`src/rtl/fifo_pkg.sv`:
```
// Shared constants for the parametrised synchronous FIFO.
package fifo_pkg;

  localparam int DEFAULT_DATA_W = 32;
  localparam int DEFAULT_DEPTH  = 8;

  // Read-mode selectors for the FWFT parameter.
  localparam int FWFT_OFF = 0;  // registered read, data after the accepting edge
  localparam int FWFT_ON  = 1;  // head word always visible on data_out

  // Pointer width: DEPTH is a power of two so pointers wrap naturally.
  function automatic int addr_w(input int depth);
    return $clog2(depth);
  endfunction

  // Occupancy width: one extra bit so DEPTH itself is representable.
  function automatic int cnt_w(input int depth);
    return $clog2(depth) + 1;
  endfunction

  localparam int DEFAULT_ADDR_W = $clog2(DEFAULT_DEPTH);
  localparam int DEFAULT_CNT_W  = $clog2(DEFAULT_DEPTH) + 1;

endpackage

```
`src/rtl/fifo_mem.sv`:
```
// FIFO storage: DEPTH x DATA_W array, synchronous write, asynchronous read.
module fifo_mem
  import fifo_pkg::*;
#(
  parameter int DATA_W = DEFAULT_DATA_W,
  parameter int DEPTH  = DEFAULT_DEPTH,
  parameter int ADDR_W = addr_w(DEPTH)
) (
  input  logic              i_clk,
  input  logic              i_we,
  input  logic [ADDR_W-1:0] i_waddr,
  input  logic [DATA_W-1:0] i_wdata,
  input  logic [ADDR_W-1:0] i_raddr,
  output logic [DATA_W-1:0] o_rdata
);

  // Contents are deliberately not reset; pointers/count define validity.
  logic [DATA_W-1:0] r_mem [DEPTH];

  // Write port: store on accepted write.
  always_ff @(posedge i_clk) begin
    if (i_we) r_mem[i_waddr] <= i_wdata;
  end

  assign o_rdata = r_mem[i_raddr];

endmodule

```
`src/rtl/sync_fifo_param.sv`:
```
// Parametrised single-clock FIFO with occupancy, thresholds, error pulses
// and optional first-word-fall-through read mode.
module sync_fifo_param
  import fifo_pkg::*;
#(
  parameter int DATA_W    = DEFAULT_DATA_W,
  parameter int DEPTH     = DEFAULT_DEPTH,
  parameter int AF_THRESH = DEPTH - 1,
  parameter int AE_THRESH = 1,
  parameter int FWFT      = FWFT_OFF
) (
  input  logic                     i_clk,
  input  logic                     i_rst,
  input  logic                     i_wr_en,
  input  logic [DATA_W-1:0]        i_data_in,
  input  logic                     i_rd_en,
  output logic [DATA_W-1:0]        o_data_out,
  output logic                     o_full,
  output logic                     o_empty,
  output logic                     o_almost_full,
  output logic                     o_almost_empty,
  output logic [$clog2(DEPTH):0]   o_count,
  output logic                     o_overflow,
  output logic                     o_underflow
);

  localparam int ADDR_W = addr_w(DEPTH);
  localparam int CNT_W  = cnt_w(DEPTH);

  logic [ADDR_W-1:0] r_wr_ptr, r_rd_ptr;
  logic [CNT_W-1:0]  r_count;
  logic              r_overflow, r_underflow;
  logic              w_full, w_empty;
  logic              w_wr_acc, w_rd_acc, w_we;
  logic [DATA_W-1:0] w_rdata;

  // Flags come only from the registered count: no input-to-flag paths.
  assign w_full  = (r_count == CNT_W'(DEPTH));
  assign w_empty = (r_count == '0);

  // A read frees a slot in the same cycle, so a write at full is still
  // accepted when paired with a read.
  assign w_rd_acc = i_rd_en && !w_empty;
  assign w_wr_acc = i_wr_en && (!w_full || w_rd_acc);
  assign w_we     = w_wr_acc && !i_rst;

  fifo_mem #(
    .DATA_W (DATA_W),
    .DEPTH  (DEPTH),
    .ADDR_W (ADDR_W)
  ) u_mem (
    .i_clk   (i_clk),
    .i_we    (w_we),
    .i_waddr (r_wr_ptr),
    .i_wdata (i_data_in),
    .i_raddr (r_rd_ptr),
    .o_rdata (w_rdata)
  );

  // Pointers, occupancy and reject pulses.
  always_ff @(posedge i_clk) begin
    if (i_rst) begin
      r_wr_ptr    <= '0;
      r_rd_ptr    <= '0;
      r_count     <= '0;
      r_overflow  <= 1'b0;
      r_underflow <= 1'b0;
    end else begin
      if (w_wr_acc) r_wr_ptr <= r_wr_ptr + ADDR_W'(1);
      if (w_rd_acc) r_rd_ptr <= r_rd_ptr + ADDR_W'(1);
      unique case ({w_wr_acc, w_rd_acc})
        2'b10:   r_count <= r_count + CNT_W'(1);
        2'b01:   r_count <= r_count - CNT_W'(1);
        default: r_count <= r_count;
      endcase
      r_overflow  <= i_wr_en && !w_wr_acc;
      r_underflow <= i_rd_en && !w_rd_acc;
    end
  end

  generate
    if (FWFT == FWFT_ON) begin : g_fwft
      // Head word is shown directly; valid whenever not empty.
      assign o_data_out = w_rdata;
    end else begin : g_std
      logic [DATA_W-1:0] r_data_out;
      // Registered read: capture head on an accepted read, hold otherwise.
      always_ff @(posedge i_clk) begin
        if (i_rst)         r_data_out <= '0;
        else if (w_rd_acc) r_data_out <= w_rdata;
      end
      assign o_data_out = r_data_out;
    end
  endgenerate

  assign o_full         = w_full;
  assign o_empty        = w_empty;
  assign o_almost_full  = (r_count >= CNT_W'(AF_THRESH));
  assign o_almost_empty = (r_count <= CNT_W'(AE_THRESH));
  assign o_count        = r_count;
  assign o_overflow     = r_overflow;
  assign o_underflow    = r_underflow;

endmodule

```
`config.mk`:
```
export PLATFORM = sky130hd
export DESIGN_NAME = sync_fifo_param
export DESIGN_NICKNAME = d
export VERILOG_FILES = /design/src/rtl/fifo_pkg.sv /design/src/rtl/fifo_mem.sv /design/src/rtl/sync_fifo_param.sv
export SDC_FILE = /design/constraint.sdc
export NUM_CORES = 1
export LEC_CHECK = 0
export CAP_MARGIN = 20
export CORE_MARGIN = 1.5
export CORE_UTILIZATION = 55
export CTS_BUF_LIST = sky130_fd_sc_hd__clkbuf_2
export CTS_CLUSTER_SIZE = 8
export DETAILED_ROUTE_END_ITERATION = 8
export PLACE_DENSITY = 0.8
export SETUP_SLACK_MARGIN = 0.15
export SYNTH_ARGS = -nofsm -noshare
export SYNTH_HDL_FRONTEND = slang
export SYNTH_SLANG_ARGS = --single-unit
export TNS_END_PERCENT = 30
```
`constraint.sdc`:
```
create_clock -name i_clk -period 10.8 [get_ports i_clk]
set_input_delay 2.16 -clock i_clk [delete_from_list [all_inputs] [get_ports i_clk]]
set_output_delay 2.16 -clock i_clk [all_outputs]
set_load 0.05 [all_outputs]
```
### Signal wires by layer, run 1

(2 px per um)
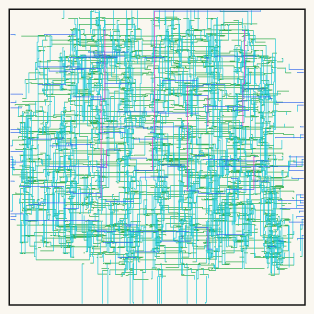
[magenta] metal 4 | wire length: 314 um
[cyan] metal 2 | wire length: 11,600 um
[green] metal 1 | wire length: 9,340 um
[blue] metal 3 | wire length: 1,200 um
Avg WL per Cell: 19.3 um
final wirelength: 22,500 um

### Clock wiring as the flow saved it, run 1

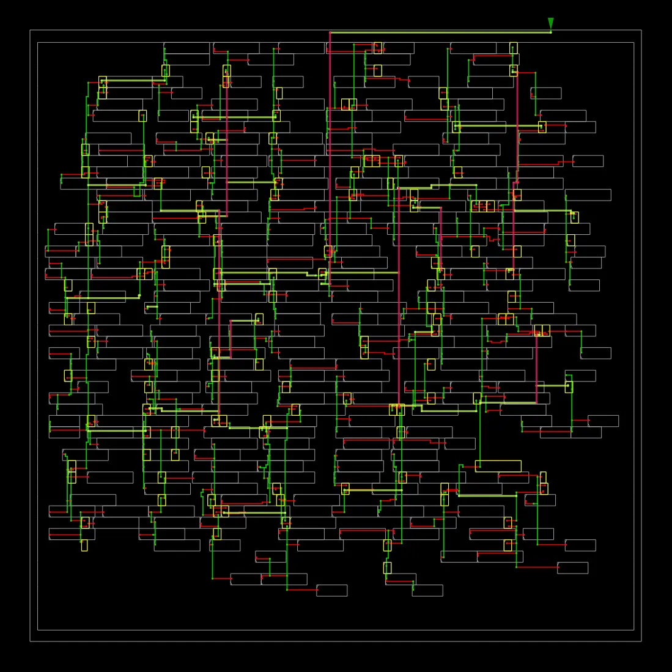
clock buf count: 125
number of buffers created by CTS: 74
registers: 300

### Local utilization, run 1

(2 px per um) The die is cut into 15 by 15 equal tiles; black is low, pale yellow is high, 0 to 100% covered.
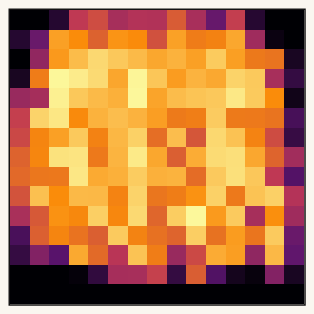
nearly empty tiles: 11%
emptiest ninth of the die: bottom left
fullest tile: 99%
mean over tiles: 60%
tiles over 75% full: 42%
core area: 20,300 um^2
post-layout util: 65.1%

==> qor.yml, run 1 <==
worst_hold_path:
  whs_path_depth: 2
  hold_path.class: "flip-flop to flip-flop"
worst_setup_path:
  setup.worst_path.class: "flip-flop to output pin"
  crit_top_cell: "inv_1"
  r2r_cells: 6
  worstPathRequired_ns: 8.64
  crit_path_cell_trace: "inv_1 -> ha_1 -> or3b_1 -> inv_1 -> clkdlybuf4s50_1"
  slowest_stage: "clkdlybuf4s50_1"
  critPathLaunchType: "flip-flop"
  worstPathMaxFanout: 8
final_timing:
  post-route-min-period_ns: 5.13
  tns_ns: 0
  report.final.slew_viol_count: 0
  final_hold_viol_count: 0
  skew_ns: 0.0342
  final-setup-viol-count: 0
  fmax_ghz: 0.195
  tightest_slew_ns: 1.08
  rsz0062_at_grt: "no"
  period_used_pct: 47.5
job:
  maxCapViolations: 0
  warnings: 28
logic_synthesis:
  yosys.area.top_type: "edfxtp_1"
  synthTopCellsByArea: "edfxtp_1 67%, mux2i_1 11%, dfxtp_1 7.7%, o22ai_1 3.5%, nor3_1 3.0%"
  synth_top_area_share_pct: 67.3
  syn_inst: 718
  ys_area_um2: 11400
  synth-adder-area-share_pct: 0.547
  async_flop_share_pct: 0
  synth_flops: 300
  top_cell: "edfxtp_1"
  synth_area_um2: 11400
  yosysWarningCount: 0
  yosysCellCount: 718
  synthXorXnorAreaFrac_pct: 0.460
  syn_nets: 759
  synthTopCellsByCount: "256 x edfxtp_1, 129 x mux2i_1, 68 x nor3_1"
  ff_type: "edfxtp_1"
  synth.distinct_cells: 35
  avgSynthCellArea_um2: 15.9
  edf_count: 256
  yosysSeqAreaShare_pct: 75.0
floorplan:
  row_count: 52
  die_y_um: 147
  die-area_um2: 21700
  fp_util_pct: 56.3
  pin_count: 78
layout:
  area_growth_pct: 15.6
  final_nets: 879
  drive_gt1_share_pct: 17.2
status:
  status: "complete, no violations"
cts:
  cts_setup_buffers: 0
  cts-root-buf: "clkbuf_2"
  cts.sink_count: 300
  clockBufferDepth: 3
  clock_latency_ns: 0.79
  cts_tree: "done"
  postCtsHoldBufs: 0
  h-tree-depth: 3
  cts.repair.resized: 0
placed_design:
  portBuffers: 77
  routabilityCongestion: 0.774
detailed_routing:
  postRouteAntennaNets: 0
  drc_errors: 0
  avgViaCountPerCell: 5.60
  num_vias: 6519
  drtIter0Drc: 438
grt:
  antenna_found_initial: 1
  grt_overflow: 0
  grt_pass1_vias: 6807
  grt_use_total_pct: 20.9
  grt_pass1_wl_um: 34800
  grt_max_degree: 53
pwr:
  p_per_area_nw_per_um2: 193
  finalPower_mw: 2.56
  power_leakage_nw: 4.39
run 1: per-stage QoR:
step                setup WS [ns]  hold WS, ns  cell area, um^2
global placement             6.05        0.479            12400
detailed placement           5.91        0.480            12400
floorplan                    5.22        0.461            11400
CTS                          5.63        0.498            13100
global route                 5.52        0.519            13200
finish                       5.67        0.492            13200
run 1: state kept, by name, summed over array words and instances (netlist names):
register	count
r_wr_ptr	3
o_underflow	1
u_mem.r_mem	256
o_count	4
o_data_out	32
r_rd_ptr	3
o_overflow	1
run 1: routing by layer:
metal / GRT usage, % / up-vias / wire length, um
met5: 0 / - / 0
li1: - / 3073 / -
met1: 25.8 / 3201 / 9340
met2: 36.5 / 215 / 11600
met4: 8.00 / 0 / 313
met3: 4.22 / 30 / 1200
run 1: area by class of cell:
| class | instances | area, um^2 |
|---|---|---|
| clock inverter | 7 | 52.6 |
| sequential | 300 | 8570 |
| timing repair buffer | 89 | 936 |
| clock buffer | 125 | 626 |
| fill | 1451 | 7080 |
| antenna | 1 | 2.50 |
| tap | 270 | 338 |
| multi-input combinational | 368 | 2670 |
| inverter | 5 | 18.8 |
run 1: layout by cell type, fill, tap and decap left out, types with 2 or more instances in the layout:
cell type          n
edfxtp_1         256
mux2i_1          129
clkbuf_2         125
clkdlybuf4s50_1   76
nor3_1            66
o22ai_1           64
dfxtp_1           43
nor2_1            41
nand2_1           13
buf_4              8
nand2b_1           7
nor2_4             6
inv_1              5
xor2_1             5
nand3_1            5
ha_1               5
clkinv_1           5
a21oi_1            4
buf_16             4
nor3_2             2
o21ai_0            2
or2_2              2
mux2_2             2
nor3b_1            2
run 1: final timing paths:
path	end	from	slack (ns)
max	o_empty	o_count[0]	5.67
min	o_data_out[31]	o_data_out[31]	0.49
max reg2reg	u_mem.r_mem[3][27]	o_count[0]	7.86
min reg2reg	o_data_out[31]	o_data_out[31]	0.49
run 1: report_power, final:
part,leakage (nW),internal (mW),switching (mW)
clock,0.545,0.321,0.414
combinational,1.17,0.184,0.299
sequential,2.67,1.30,0.0379
run 1: worst max-delay path, delay by kind of cell (launching register included):
family,cells,cell delay [ns]
fa+ha+maj,1,0.31
simple gates,1,0.49
flops,1,0.39
buf+inv,3,0.99
run 1: cells by family after synthesis:
family	count (synthesis)
and+or+nand+nor	151
DFF	300
adders and majority gates	5
muxes	131
buffers and inverters	50
xor gates and xnor gates	6
AOI/OAI and AO/OA	75
==> run 2, diff against run 1 <==
Clock period 10.8 ns to 5.1 ns, I/O delays scaled along.
### Signal wires by layer, run 2

(2 px per um)
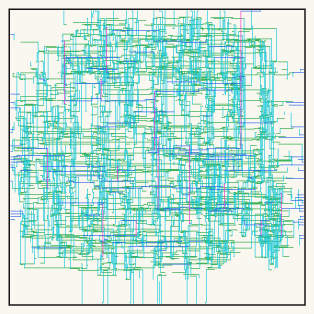
[cyan] metal 2 | wire length: 11,600 um
[green] metal 1 | wire length: 9,370 um
[blue] metal 3 | wire length: 1,270 um
[magenta] metal 4 | wire length: 337 um
all-layer global routing usage: 21.2%
Avg WL per Cell: 19.3 um
Vias: 6,582
final wirelength: 22,500 um

### Clock wiring as the flow saved it, run 2

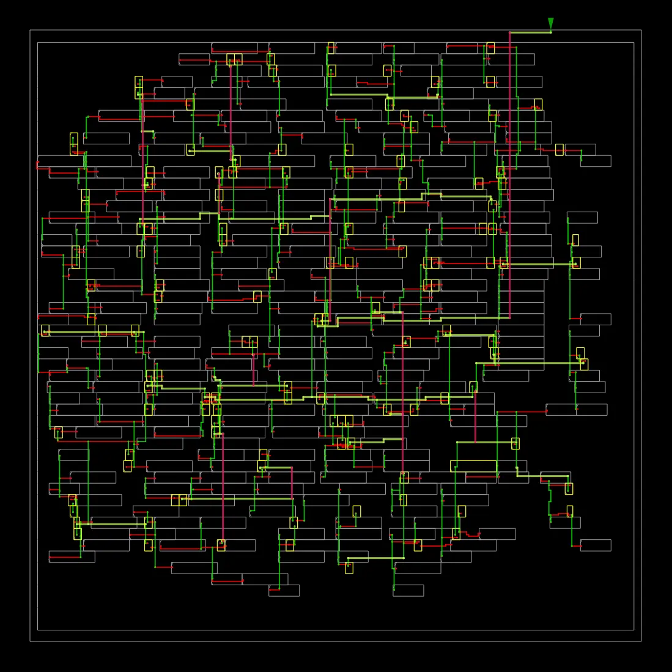
worst skew pair latency: 0.79 ns
clk_skew: 0.0391 ns
number of buffers created by CTS: 72
Clk power: 1.55 mW

==> run 2 against run 1 <==
Utilization fell by 0.17 points. Clock skew rose by 0.0050 ns. Hold slack improved by 0.0025 ns. Highest routed layer unchanged. Largest cell class unchanged. Setup slack got worse by 4.5 ns. Clock-buffer cell count fell by 2.
==> qor.yml, run 2 <==
status:
  status: "complete, no violations"
layout:
  final_cell_mix: "256 x edfxtp_1, 129 x mux2i_1, 123 x clkbuf_2, 76 x clkdlybuf4s50_1, 66 x nor3_1"
  largest_register_ffs: 256
  lay_top_count: "edfxtp_1"
  fillCellCount: 1411
final_timing:
  period_used_pct: 77.3
  post-route-min-period_ns: 3.94
  fmax_ghz: 0.254
  rsz0062_at_grt: "no"
  tightest_slew_ns: 1.15
logic_synthesis:
  yosys.area.top_type: "edfxtp_1"
  synthTopCellsByArea: "edfxtp_1 67%, mux2i_1 11%, dfxtp_1 7.7%, o22ai_1 3.5%, nor3_1 3.0%"
  synth_top_area_share_pct: 67.3
  synth_area_um2: 11400
  ff_type: "edfxtp_1"
  synthTopCellsByCount: "256 x edfxtp_1, 129 x mux2i_1, 68 x nor3_1"
  avgSynthCellArea_um2: 15.9
  synth.distinct_cells: 35
  ys_area_um2: 11400
  synth_flops: 300
  yosysSeqAreaShare_pct: 75.0
  edf_count: 256
placed_design:
  portBuffers: 77
  placed_area_um2: 12400
  routabilityCongestion: 0.750
cts:
  h-tree-depth: 3
  clockBufferDepth: 3
  cts_tree: "done"
worst_setup_path:
  slowest_stage: "clkdlybuf4s50_1"
  path_buffers: 3
  worstPathRequired_ns: 4.08
  crit_top_cell: "inv_1"
  crit_family: "buffers and inverters"
floorplan:
  pin_count: 78
  fp_util_pct: 56.3
  core_um2: 20300
grt:
  grt_pass1_vias: 6856
  grt_pass1_wl_um: 35300
  grt_overflow: 0
detailed_routing:
  drc_errors: 0
  avgViaCountPerCell: 5.64
pwr:
  finalPower_mw: 5.41
### Placement by cell class, run 2

(2 px per um)
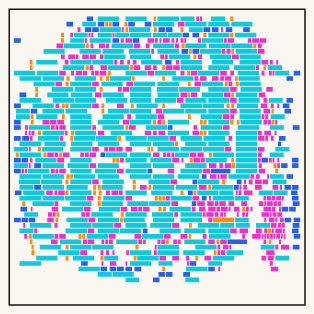
[cyan] flops | cells: 300 | share of their area: 67%
[magenta] combinational and other logic | cells: 373 | share of their area: 21%
[orange] clock drivers and dummy loads | cells: 132 | share of their area: 5.3%
[blue] other buffers and delay cells | cells: 90 | share of their area: 7.0%
design area: 13,200 um^2
post-layout util: 64.9%
row count: 52
Seq/total area: 65.0%

==> run 2: cell counts after synthesis <==
No cell type changed its count.
==> run 2: logic make-up after synthesis <==
kind of cell,after synthesis,share of synthesized area (%)
flops,300,75.0
simple gates,151,6.28
mux,131,11.5
compound gates,75,4.11
buf+inv,50,2.15
xor+xnor,6,0.460
fa+ha+maj,5,0.547
==> run 2: area by class of cell <==
type / count / area, um^2 / share of cell area [%]
Tap cell: 270 / 338 / 2.56
Sequential cell: 300 / 8570 / 65.0
Clock inverter: 9 / 61.3 / 0.465
Antenna cell: 1 / 2.50 / 0.0190
Clock buffer: 123 / 616 / 4.67
Inverter: 5 / 18.8 / 0.142
Timing Repair Buffer: 90 / 903 / 6.85
Multi-Input combinational cell: 368 / 2670 / 20.3
==> run 2: report_power, final <==
part / internal [mW] / switching, mW
Sequential: 2.75 / 0.113
Clock: 0.672 / 0.874
Combinational: 0.397 / 0.599
==> run 2: per-layer routing <==
layer  up-vias  GRT usage [%]  share of wire, %
met5         -              0                 0
met4         0           8.20               1.5
met3        35           4.72               5.6
met2       227           36.0                51
met1      3252           26.7                42
li1       3068              -                 -
==> run 2: final timing paths <==
kind | from | end | slack [ns] | depth (start not counted)
max | o_count[0] | o_empty | 1.16 | 5
min | o_data_out[31] | o_data_out[31] | 0.49 | 2
max reg2reg | o_count[0] | u_mem.r_mem[6][8] | 2.26 | 6
min reg2reg | o_data_out[31] | o_data_out[31] | 0.49 | 2
==> run 2: worst min-delay path, cell delays in order, from the launching register on <==
cell     delay (ns)
dfxtp_1        0.32
nor2_1         0.10
nor3_1         0.05
==> run 2: metrics by stage <==
stage | worst slack [ns] | instances | hold slack, ns
2_1_floorplan | 0.663 | 718 | 0.461
3_3_place_gp | 1.49 | 1031 | 0.475
3_5_place_dp | 1.39 | 1031 | 0.480
4_1_cts | 1.08 | 1163 | 0.497
5_1_grt | 0.958 | 1166 | 0.518
6_report | 1.16 | 1166 | 0.494
==> run 3, diff against run 2 <==
Settings changed: PLACE_DENSITY 0.8 to 0.83.
Clock period 5.1 ns to 3.58 ns, I/O delays scaled along.
### Placement by cell class, run 3

(2 px per um)
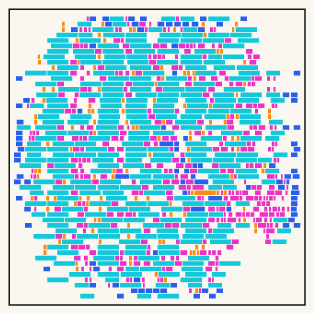
[orange] clock drivers and dummy loads | cells: 129 | share of their area: 5.0%
[blue] other buffers and delay cells | cells: 99 | share of their area: 7.7%
[magenta] combinational and other logic | cells: 373 | share of their area: 21%
[cyan] flops | cells: 300 | share of their area: 66%
design area: 13,300 um^2
post-layout util: 65.3%
Seq/total area: 64.7%

### Signal wires by layer, run 3

(2 px per um)
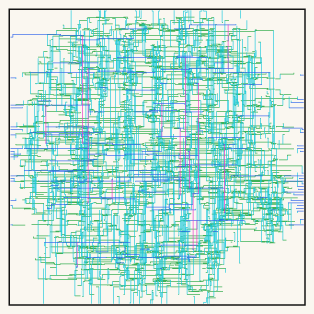
[blue] metal 3 | wire length: 1,530 um
[green] metal 1 | wire length: 9,200 um
[magenta] metal 4 | wire length: 435 um
[cyan] metal 2 | wire length: 11,100 um
all-layer global routing usage: 21.2%
final wirelength: 22,300 um
Avg WL per Cell: 19.0 um
Vias: 6,542

==> run 3 against run 2 <==
Synthesized area did not move. Power increased by 41%. Global-route usage barely moved. First-iteration DRC count shrank 23%. Clock-buffer cell count is 14 lower. Sequential share of layout area fell by 0.34 points. Final cell count is 0.51% higher. Combinational power rose by 49%. Critical path type unchanged. Critical endpoint unchanged.
==> qor.yml, run 3 <==
status:
  status: "complete, no violations"
logic_synthesis:
  top_cell: "edfxtp_1"
  yosysSeqAreaShare_pct: 75.0
  edf_count: 256
  syn_inst: 718
  yosys.area.top_type: "edfxtp_1"
  yosysWarningCount: 0
  synth_top_area_share_pct: 67.3
  syn_nets: 759
  synth_area_um2: 11400
  ff_type: "edfxtp_1"
  synthTopCellsByCount: "256 x edfxtp_1, 129 x mux2i_1, 68 x nor3_1"
  synthTopCellsByArea: "edfxtp_1 67%, mux2i_1 11%, dfxtp_1 7.7%, o22ai_1 3.5%, nor3_1 3.0%"
  synth.distinct_cells: 35
  async_flop_share_pct: 0
  avgSynthCellArea_um2: 15.9
  yosysCellCount: 718
  ys_area_um2: 11400
  synth_flops: 300
detailed_routing:
  avgViaCountPerCell: 5.58
  dr.pass1.iters: 7
  drtIter0Drc: 424
  drc_errors: 0
  postRouteAntennaNets: 0
layout:
  top_register: "u_mem.r_mem"
  regArea_um2: 8570
  lay_top_count: "edfxtp_1"
  final_nets: 886
  final_cell_mix: "256 x edfxtp_1, 129 x mux2i_1, 109 x clkbuf_2, 74 x clkdlybuf4s50_1, 66 x nor3_1"
  largest_register_ffs: 256
  fillCellCount: 1447
  fin_cells: 1172
  logic_area_um2: 2680
  area_growth_pct: 15.9
  drive_gt1_share_pct: 16.9
worst_setup_path:
  worstPathRequired_ns: 2.86
  r2r_cells: 7
  setup.worst_path.class: "flip-flop to output pin"
  critPathCaptureType: "output pin"
  critPathLaunchType: "flip-flop"
  worstPathMaxFanout: 8
  cp.arrival_ns: 2.61
job:
  maxCapViolations: 0
  warnings: 30
cts:
  h-tree-depth: 3
  clockBufferDepth: 3
  cts_tree: "done"
  cts.clk_slew.worst_paths_ns: 0.10
  postCtsHoldBufs: 0
  cts-root-buf: "clkbuf_2"
  clock_latency_ns: 0.79
final_timing:
  tightest_slew_ns: 0.998
  rsz0062_at_grt: "yes"
  tns_ns: 0
  final-setup-viol-count: 0
  period_used_pct: 92.9
  final_hold_viol_count: 0
  report.final.slew_viol_count: 0
  fmax_ghz: 0.301
  post-route-min-period_ns: 3.33
  relSlewSlack_pct: 33.5
pwr:
  comb_power_share_pct: 19.4
  p_seq_share_pct: 52.8
  p_int_mw: 5.37
  p_sw_share_pct: 29.6
  p_clk_share_pct: 27.8
  power_switching_mw: 2.26
  power_leakage_nw: 4.41
  ir_drop_v: 0.000302
  p_per_area_nw_per_um2: 576
placed_design:
  place_inst: 1042
  portBuffers: 77
  routabilityCongestion: 0.783
  dp.final_hpwl_um: 13200
floorplan:
  core_um2: 20300
  die_y_um: 147
  row_count: 52
  pin_count: 78
  fp.dieW_um: 147
  fp_util_pct: 56.3
  die-area_um2: 21700
grt:
  grt_overflow: 0
  grt_max_degree: 46
  grt_pass1_wl_um: 34900
  grt_pass1_vias: 6731
  antenna_found_initial: 1
worst_hold_path:
  hold_path.class: "flip-flop to flip-flop"
  whs_path_depth: 2
### Clock wiring as the flow saved it, run 3

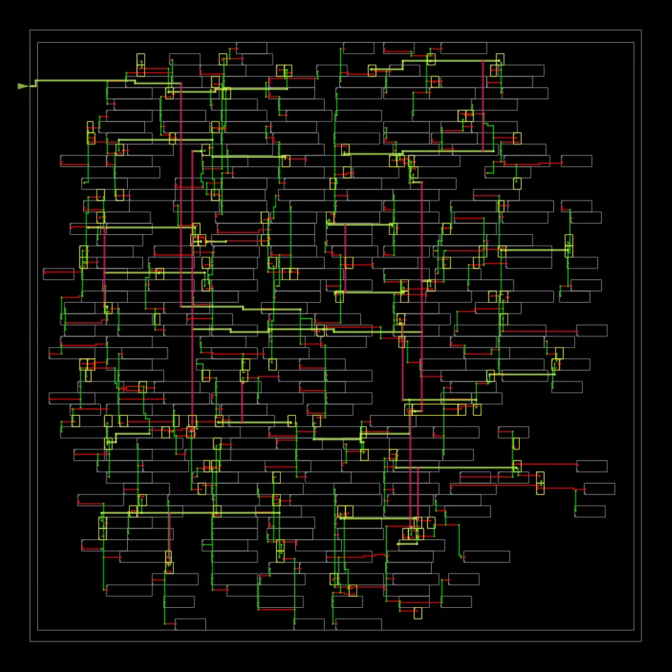
# clock sinks: 300
clk_skew: 0.0339 ns
Clk power: 2.12 mW
clock buf count: 109
number of buffers created by CTS: 71

run 3: cell count changes in the layout (fill, tap and decap cells not counted), sizes merged:
cell	change
dlymetal6s2s	+1
clkbuf	-14
inv	+3
dlygate4sd2	+1
clkinv	+8
buf	+9
clkdlybuf4s50	-2
run 3: power by group through the flow:
stage               sequential, mW  clock (mW)  combinational [mW]
floorplan                     4.34           0               0.824
global placement              4.10           0                1.46
detailed placement            4.11           0                1.49
CTS                           4.03        2.18                1.49
global route                  4.05        2.37                1.58
finish                        4.03        2.12                1.48
run 3: path summary, 6_finish.rpt:
check,endpoint,slack [ns],startpoint
worst min-delay path,o_data_out[25],0.49,o_data_out[25]
worst min register to register,o_data_out[25],0.49,o_data_out[25]
worst max-delay path,o_empty,0.25,o_count[0]
worst max register to register,u_mem.r_mem[1][28],1.07,o_count[0]
run 3: metrics by stage:
stage	total power, mW	setup WS [ns]	hold slack [ns]	util [%]	area, um^2
floorplan	5.17	-0.662	0.461	-	11400
global placement	5.56	0.533	0.480	62.1	12600
detailed placement	5.60	0.474	0.481	62.1	12600
CTS	7.70	0.183	0.485	65.3	13200
global route	7.99	0.0541	0.500	65.3	13300
finish	7.63	0.254	0.494	65.3	13300
run 3: logic make-up (layout without fill, tap and decap cells):
group | count (synthesis) | in the layout | share of synthesized area (%)
AOI/OAI and AO/OA | 75 | 75 | 4.11
xor gates and xnor gates | 6 | 6 | 0.460
adders and majority gates | 5 | 5 | 0.547
buffers and inverters | 50 | 233 | 2.15
DFF | 300 | 300 | 75.0
muxes | 131 | 131 | 11.5
other | 0 | 1 | 0
and+or+nand+nor | 151 | 151 | 6.28
run 3: final cells by class:
class	count	share of cell area [%]
Antenna cell	1	0.0189
Clock buffer	109	4.12
Clock inverter	20	0.784
Inverter	5	0.142
Multi-Input combinational cell	368	20.2
Sequential cell	300	64.7
Tap cell	270	2.55
Timing Repair Buffer	99	7.51
run 3: critical path: stages, from the launching register on:
cell,delay (ns)
dfxtp_1,0.38
inv_1,0.09
ha_1,0.29
or3b_1,0.48
inv_1,0.08
dlygate4sd2_1,0.52
run 3: routing by layer:
metal	share of wire, %	track usage [%]
met5	0	0
met4	1.9	8.90
met3	6.9	4.63
met2	50	35.7
met1	41	26.7
run 3: timing repair:
action                                  in CTS  in global routing
buffers inserted                             0                  0
gates resized                                1                  1
endpoints found under the setup margin       1                  3
Power and IR drop assume default switching activity.
